===== config.mk =====
export PLATFORM = sky130hd
export DESIGN_NAME = wb_stage_p
export DESIGN_NICKNAME = d
export VERILOG_FILES = /design/src/rtl/wb_stage_p_pkg.sv /design/src/rtl/wb_stage_p_load_ext.sv /design/src/rtl/wb_stage_p.sv
export SDC_FILE = /design/constraint.sdc
export NUM_CORES = 1
export LEC_CHECK = 0
export CAP_MARGIN = 0
export CORE_MARGIN = 2
export CORE_UTILIZATION = 46
export CTS_BUF_LIST = sky130_fd_sc_hd__clkbuf_4 sky130_fd_sc_hd__clkbuf_8 sky130_fd_sc_hd__clkbuf_16
export CTS_CLUSTER_DIAMETER = 200
export DETAILED_ROUTE_END_ITERATION = 16
export PLACE_DENSITY = 0.82
export SLEW_MARGIN = 30
export SYNTH_ARGS = -nofsm -noshare
export SYNTH_HDL_FRONTEND = slang
export SYNTH_SLANG_ARGS = --single-unit

===== constraint.sdc =====
create_clock -name Clk -period 2.3 [get_ports Clk]
set_input_delay 0.46 -clock Clk [delete_from_list [all_inputs] [get_ports Clk]]
set_output_delay 0.46 -clock Clk [all_outputs]
set_load 0.01 [all_outputs]

===== src/rtl/wb_stage_p_pkg.sv =====
// Shared encodings for the writeback stage.
//   wb_sel_e     : writeback source select (ALU result, formatted load, link PC)
//   mem_size_e   : load access size (byte, half, 32-bit word, full datapath word)
package wb_stage_p_pkg;

    typedef enum logic [1:0] {
        WB_ALU = 2'd0,
        WB_MEM = 2'd1,
        WB_PC4 = 2'd2,
        WB_RSV = 2'd3   // reserved, behaves as WB_ALU
    } wb_sel_e;

    typedef enum logic [1:0] {
        SZ_B = 2'd0,
        SZ_H = 2'd1,
        SZ_W = 2'd2,
        SZ_D = 2'd3
    } mem_size_e;

endpackage


===== src/rtl/wb_stage_p_load_ext.sv =====
// Load lane select and sign/zero extension (purely combinational).
//   mem       : raw memory read word
//   size      : access size (mem_size_e encoding)
//   signed_ld : 1 = fill with lane msb, 0 = fill with zeros
//   byte_off  : little-endian byte offset of the access
//   data      : extended load value
module load_ext_p
    import wb_stage_p_pkg::*;
#(
    parameter int DATA_W = 32
) (
    input  logic [DATA_W-1:0]           mem,
    input  logic [1:0]                  size,
    input  logic                        signed_ld,
    input  logic [$clog2(DATA_W/8)-1:0] byte_off,
    output logic [DATA_W-1:0]           data
);

    localparam int OFF_W = $clog2(DATA_W/8);

    // Offset masks: a half ignores offset bit 0, a 32-bit word ignores bits 1:0.
    localparam logic [OFF_W-1:0] OFFM_H = ~OFF_W'(1);
    localparam logic [OFF_W-1:0] OFFM_W = ~OFF_W'(3);

    localparam logic [DATA_W-1:0] MASK_B = DATA_W'(8'hFF);
    localparam logic [DATA_W-1:0] MASK_H = DATA_W'(16'hFFFF);
    // On a 32-bit (or narrower) datapath the word mask covers everything,
    // so a word load degenerates to a pass-through.
    localparam logic [DATA_W-1:0] MASK_W = DATA_W'(32'hFFFF_FFFF);
    localparam int WMSB = (DATA_W > 32) ? 31 : DATA_W - 1;

    logic [DATA_W-1:0] shift_b;
    logic [DATA_W-1:0] shift_h;
    logic [DATA_W-1:0] shift_w;
    logic              fill;

    always_comb begin
        shift_b = mem >> {byte_off, 3'b000};
        shift_h = mem >> {byte_off & OFFM_H, 3'b000};
        shift_w = mem >> {byte_off & OFFM_W, 3'b000};
        fill    = 1'b0;
        data    = mem;
        case (mem_size_e'(size))
            SZ_B: begin
                fill = signed_ld & shift_b[7];
                data = (shift_b & MASK_B) | (fill ? ~MASK_B : '0);
            end
            SZ_H: begin
                fill = signed_ld & shift_h[15];
                data = (shift_h & MASK_H) | (fill ? ~MASK_H : '0);
            end
            SZ_W: begin
                fill = signed_ld & shift_w[WMSB];
                data = (shift_w & MASK_W) | (fill ? ~MASK_W : '0);
            end
            default: data = mem;  // full-width load passes through
        endcase
    end

endmodule


===== src/rtl/wb_stage_p.sv =====
// Writeback stage between the MEM/WB pipeline register and the register file.
// Formats the writeback value (ALU / extended load / link PC) at the input,
// captures it on acceptance and presents it with a valid/ready handshake.
//   Clk, Rst_n        : clock, asynchronous active-low reset
//   In_Valid/In_Ready : upstream handshake
//   Alu_In, Mem_In, Pc4_In, WBSel_In, RegWrite_In, Dst_In,
//   MemSize_In, MemSigned_In, ByteOff_In : incoming transaction fields
//   Flush             : drop every held transaction on the next edge
//   Out_Valid/Out_Ready : register-file write handshake
//   Data_Out, Dst_Out, RegWrite_Out : committed write
//   Fwd_Valid, Fwd_Dst, Fwd_Data    : forwarding tap of the output entry
//   Commit_Cnt        : retired register writes, wraps
module wb_stage_p
    import wb_stage_p_pkg::*;
#(
    parameter int DATA_W     = 32,
    parameter int REG_ADDR_W = 5,
    parameter int SKID       = 1,
    parameter int ZERO_REG   = 1,
    parameter int CNT_W      = 16
) (
    input  logic                        Clk,
    input  logic                        Rst_n,
    input  logic                        In_Valid,
    output logic                        In_Ready,
    input  logic [DATA_W-1:0]           Alu_In,
    input  logic [DATA_W-1:0]           Mem_In,
    input  logic [DATA_W-1:0]           Pc4_In,
    input  logic [1:0]                  WBSel_In,
    input  logic                        RegWrite_In,
    input  logic [REG_ADDR_W-1:0]       Dst_In,
    input  logic [1:0]                  MemSize_In,
    input  logic                        MemSigned_In,
    input  logic [$clog2(DATA_W/8)-1:0] ByteOff_In,
    input  logic                        Flush,
    input  logic                        Out_Ready,
    output logic                        Out_Valid,
    output logic [DATA_W-1:0]           Data_Out,
    output logic [REG_ADDR_W-1:0]       Dst_Out,
    output logic                        RegWrite_Out,
    output logic                        Fwd_Valid,
    output logic [REG_ADDR_W-1:0]       Fwd_Dst,
    output logic [DATA_W-1:0]           Fwd_Data,
    output logic [CNT_W-1:0]            Commit_Cnt
);

    logic [DATA_W-1:0]     load_data;
    logic [DATA_W-1:0]     in_data;
    logic                  in_rw;

    logic                  out_valid_reg, out_valid_next;
    logic [DATA_W-1:0]     out_data_reg,  out_data_next;
    logic [REG_ADDR_W-1:0] out_dst_reg,   out_dst_next;
    logic                  out_rw_reg,    out_rw_next;

    logic                  skid_valid_reg, skid_valid_next;
    logic [DATA_W-1:0]     skid_data_reg,  skid_data_next;
    logic [REG_ADDR_W-1:0] skid_dst_reg,   skid_dst_next;
    logic                  skid_rw_reg,    skid_rw_next;

    logic [CNT_W-1:0]      cnt_reg, cnt_next;
    logic                  accept;
    logic                  xfer;

    load_ext_p #(.DATA_W(DATA_W)) u_load_ext (
        .mem       (Mem_In),
        .size      (MemSize_In),
        .signed_ld (MemSigned_In),
        .byte_off  (ByteOff_In),
        .data      (load_data)
    );

    // Input formatting: source select and zero-register suppression.
    always_comb begin
        case (wb_sel_e'(WBSel_In))
            WB_MEM:  in_data = load_data;
            WB_PC4:  in_data = Pc4_In;
            default: in_data = Alu_In;
        endcase
        in_rw = RegWrite_In && !((ZERO_REG != 0) && (Dst_In == '0));
    end

    // With the skid entry In_Ready comes straight from a flop, breaking the
    // combinational ready path back from the register file.
    assign In_Ready = (SKID != 0) ? !skid_valid_reg : (!out_valid_reg || Out_Ready);
    assign accept   = In_Valid && In_Ready;
    assign xfer     = out_valid_reg && Out_Ready;

    always_comb begin
        out_valid_next  = out_valid_reg;
        out_data_next   = out_data_reg;
        out_dst_next    = out_dst_reg;
        out_rw_next     = out_rw_reg;
        skid_valid_next = skid_valid_reg;
        skid_data_next  = skid_data_reg;
        skid_dst_next   = skid_dst_reg;
        skid_rw_next    = skid_rw_reg;
        // A transfer seen by the consumer counts even when flushed.
        cnt_next        = cnt_reg + ((xfer && out_rw_reg) ? CNT_W'(1) : CNT_W'(0));

        if (Flush) begin
            out_valid_next  = 1'b0;
            skid_valid_next = 1'b0;
        end else if (SKID != 0) begin
            if (xfer && skid_valid_reg) begin
                // In_Ready is low while the skid is full, so no accept here.
                out_data_next   = skid_data_reg;
                out_dst_next    = skid_dst_reg;
                out_rw_next     = skid_rw_reg;
                skid_valid_next = 1'b0;
            end else if (xfer) begin
                if (accept) begin
                    out_data_next = in_data;
                    out_dst_next  = Dst_In;
                    out_rw_next   = in_rw;
                end else begin
                    out_valid_next = 1'b0;
                end
            end else if (accept) begin
                if (out_valid_reg) begin
                    skid_data_next  = in_data;
                    skid_dst_next   = Dst_In;
                    skid_rw_next    = in_rw;
                    skid_valid_next = 1'b1;
                end else begin
                    out_data_next  = in_data;
                    out_dst_next   = Dst_In;
                    out_rw_next    = in_rw;
                    out_valid_next = 1'b1;
                end
            end
        end else begin
            if (accept) begin
                out_data_next  = in_data;
                out_dst_next   = Dst_In;
                out_rw_next    = in_rw;
                out_valid_next = 1'b1;
            end else if (xfer) begin
                out_valid_next = 1'b0;
            end
        end
    end

    always_ff @(posedge Clk or negedge Rst_n) begin
        if (!Rst_n) begin
            out_valid_reg  <= 1'b0;
            out_data_reg   <= '0;
            out_dst_reg    <= '0;
            out_rw_reg     <= 1'b0;
            skid_valid_reg <= 1'b0;
            skid_data_reg  <= '0;
            skid_dst_reg   <= '0;
            skid_rw_reg    <= 1'b0;
            cnt_reg        <= '0;
        end else begin
            out_valid_reg  <= out_valid_next;
            out_data_reg   <= out_data_next;
            out_dst_reg    <= out_dst_next;
            out_rw_reg     <= out_rw_next;
            skid_valid_reg <= skid_valid_next;
            skid_data_reg  <= skid_data_next;
            skid_dst_reg   <= skid_dst_next;
            skid_rw_reg    <= skid_rw_next;
            cnt_reg        <= cnt_next;
        end
    end

    assign Out_Valid    = out_valid_reg;
    assign Data_Out     = out_data_reg;
    assign Dst_Out      = out_dst_reg;
    assign RegWrite_Out = out_rw_reg;
    assign Fwd_Valid    = out_valid_reg && out_rw_reg;
    assign Fwd_Dst      = out_dst_reg;
    assign Fwd_Data     = out_data_reg;
    assign Commit_Cnt   = cnt_reg;

endmodule


layer_met1.png
The bar under the picture is 20 um long. Supply wires on this layer in gray.
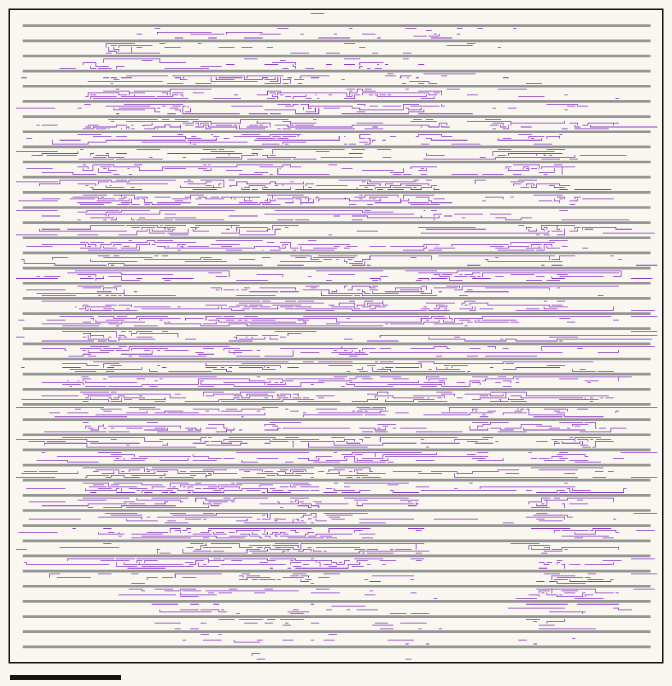
- longest straight run: 49.7 um
- wire length on this layer: 7,820 um
- share of all routed wire: 40%
- nets with wire on the layer: 853

layer_met2.png
Cells faint in the background.
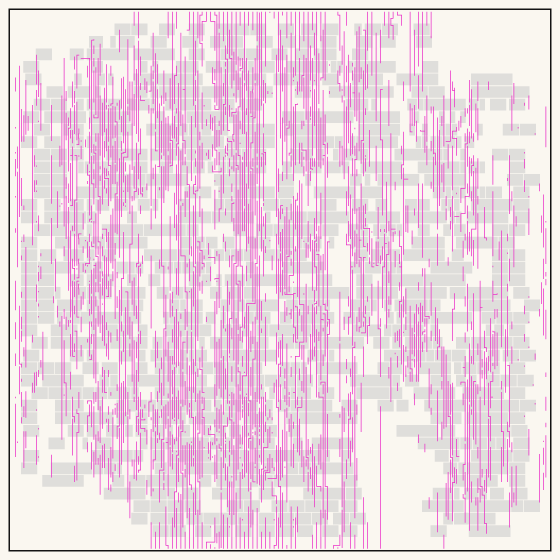
- wire length on this layer: 9,480 um
- nets with wire on the layer: 858

layer_met3.png
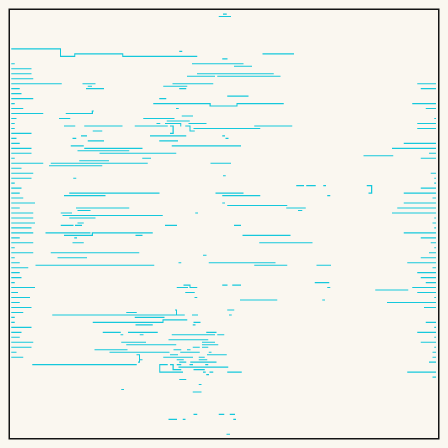
- wire length on this layer: 1,510 um
- nets with wire on the layer: 210
- share of all routed wire: 7.7%
- main direction: horizontal
- longest straight run: 35.9 um

layer_met4.png
The bar under the picture is 20 um long. Supply wires on this layer in gray.
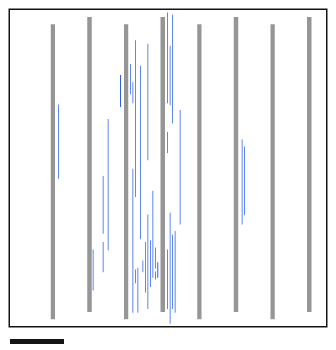
- share of all routed wire: 4.3%
- longest straight run: 63.9 um

==> flow_summary.toml <==
# implementation run metrics
[run_status]
status = "finished clean"

[worst_setup_path]
crit_required_ns = 2.52
arrival_ns = 2.37
cp-startpoint = "WBSel_In[1]"
crit_path_end_kind = "flip-flop"
r2r_start = "Out_Valid"
startpoint_type = "input port"
critPathMaxFanout = 7
crit_type = "input port to flip-flop"

[floorplanning]
die_h_um = 117
std_cell_rows = 41
io_pins = 208
fp.dieW_um = 117
coreArea_um2 = 12600
dieArea_um2 = 13700
fp_util_pct = 46.8

[routing]
ant_nets = 0
post_drt_wl_per_cell_um = 19.1
drt-initial-drc-count = 679
vias = 6118
drt-total-wl_um = 19600
viasPerCell = 5.96
firstDrtPassIters = 5
drc = 0

[clock_network]
clk_pin_slew_ns = 0.06
cts.sinks = 94
cts_hold_repair.buffers = 0
ctsHtreeMaxLevel = 3
cts_tree = "done"
numCtsBuffers = 9
insertion_delay_ns = 0.34
clock_path_buffers = 2
cts_root_buf = "clkbuf_16"

[global_route]
grt_pass1_wl_um = 30800
grt_max_degree = 63
grt_pass1_vias = 6047
antenna_found_initial = 0
overflow = 0
grt_usage_pct = 29.2

[placed_design]
hpwlAfterDp_um = 14600
gp_congestion = 0.917
place_inst = 1011
io_buffers = 207

[power_and_ir_drop]
power.density_nw_per_um2 = 684
p_leak_nw = 3.61
peakVddDrop_v = 0.000449
p_total_mw = 5.81

[logic_synthesis]
numSynthFlops = 94
topCellsByArea = "dfrtp_1, nand2_1, a221oi_1, buf_4, o31ai_1"
ys_types = 45
yosysTopAreaCell = "dfrtp_1"
ys_seq_share_pct = 40.0
yosysTopAreaCellShare_pct = 40.0
synth_chip_area_um2 = 5880
syn_area_um2 = 5880
fp_nets = 783
syn_inst = 665
yosys_warnings = 0
ys_cells = 665
avgSynthCellArea_um2 = 8.84

[sta]
min_period_ns = 2.16
max-slew-margin-rel_pct = 58.9
hold_viol = 0
tns_ns = 0
setup_viol_count_final = 0
fmaxAchievable_mhz = 463
finalClockSkew_ns = 0.00791
finalCritPeriodShare_pct = 93.9
slew_viol_final = 0
tightest_slew_ns = 0.617
rsz0062_at_grt = "false"

[job]
tool_warnings = 27

[final_layout]
n_antenna_cell = 0
final_cells = 1027
fin_nets = 968
syn2layout_area_growth_pct = 44.4
final_layout_size_suffix_gt1_share_pct = 9.82

[min_path]
hp-class = "input port to async pin"
-- cell usage in the layout (no fill, tap or decap), types with 27 or more instances in the layout --
master             n
clkdlybuf4s50_1  206
dfrtp_1           94
nand2_1           76
buf_4             51
o21ai_0           48
a21oi_1           45
o31ai_1           33
a221oi_1          31
a211oi_1          29
nor2_1            27
-- per-stage QoR --
step | hold WS (ns) | util (%) | setup WS [ns] | cell area [um^2]
2_1_floorplan | 0.164 | - | 0.238 | 5880
3_3_place_gp | 0.418 | 65.3 | -0.156 | 8200
3_5_place_dp | 0.422 | 65.3 | -0.290 | 8200
4_1_cts | 0.0645 | 67.5 | 0.0632 | 8480
5_1_grt | 0.0757 | 67.6 | 0.00522 | 8490
6_report | 0.0535 | 67.6 | 0.141 | 8490
-- area by class of cell --
| type | count | area (um^2) |
|---|---|---|
| clock buffer | 13 | 262 |
| inverter | 24 | 90.1 |
| tap | 172 | 215 |
| sequential | 94 | 2350 |
| clock inverter | 3 | 20.0 |
| timing repair buffer | 265 | 2610 |
| multi-input combinational | 456 | 2950 |
| fill | 975 | 4080 |
-- routing by layer --
metal  up-vias  wire length, um  GRT usage (%)
met5         -                0              0
met4         0              833           14.3
met3        74             1510           4.53
met2       395             9480           47.5
met1      2876             7820           38.3
li1       2773                -              -
-- repair_timing --
action                                  CTS  global route
resized                                   0             2
setup buffers                             0             0
endpoints found under the setup margin    0            13
-- critical path: stages --
cell and delay [ns]:
clkdlybuf4s50_1 0.48, inv_1 0.04, ha_1 0.22, and2_1 0.22, buf_4 0.18, a221oi_1 0.46, and3_1 0.23, o31ai_1 0.08
-- cells by family (layout without fill, tap and decap cells) --
kind of cell	after synthesis	count (layout)	synth area share (%)
mux	19	19	3.26
simple gates	180	180	14.8
xor+xnor	14	14	2.09
flops	94	94	40.0
fa+ha+maj	4	4	0.851
compound gates	239	239	28.7
buf+inv	115	305	10.3
-- synthesized netlist by cell type (all sizes together) --
master	instances
mux2	1
or3	2
o2bb2ai	10
a221o	6
a22o	21
o211ai	1
a211oi	31
dfrtp	94
nand3b	8
nand2b	12
nand2	76
inv	23
nor2b	5
clkbuf	40
a2111o	1
clkinv	1
ha	4
a31oi	6
nand4	1
o21a	1
nor2	27
a221oi	32
and4	2
buf	51
mux2i	18
xor2	6
nor3	4
o21ai	48
a211o	1
a21oi	45
a2bb2oi	1
o22ai	1
or4	1
o31ai	33
and3	22
o41ai	1
and2	11
or3b	1
xnor2	8
nand3	8
-- path summary, 6_finish.rpt --
path                                     endpoint  slack, ns  cells past startpoint
worst max-delay path            skid_data_reg[21]       0.14                      8
worst min-delay path                Commit_Cnt[3]       0.05                      1
worst max register to register       Data_Out[19]       0.34                      5
worst min register to register     Commit_Cnt[15]       0.47                      1
max in group asynchronous            Data_Out[30]       1.65                      2
min in group Clk                   Commit_Cnt[15]       0.47                      1
-- report_power, final --
group | switching, mW | internal (mW)
clock network | 0.630 | 0.798
logic | 0.914 | 1.18
registers | 0.276 | 2.01
total | 1.82 | 3.99
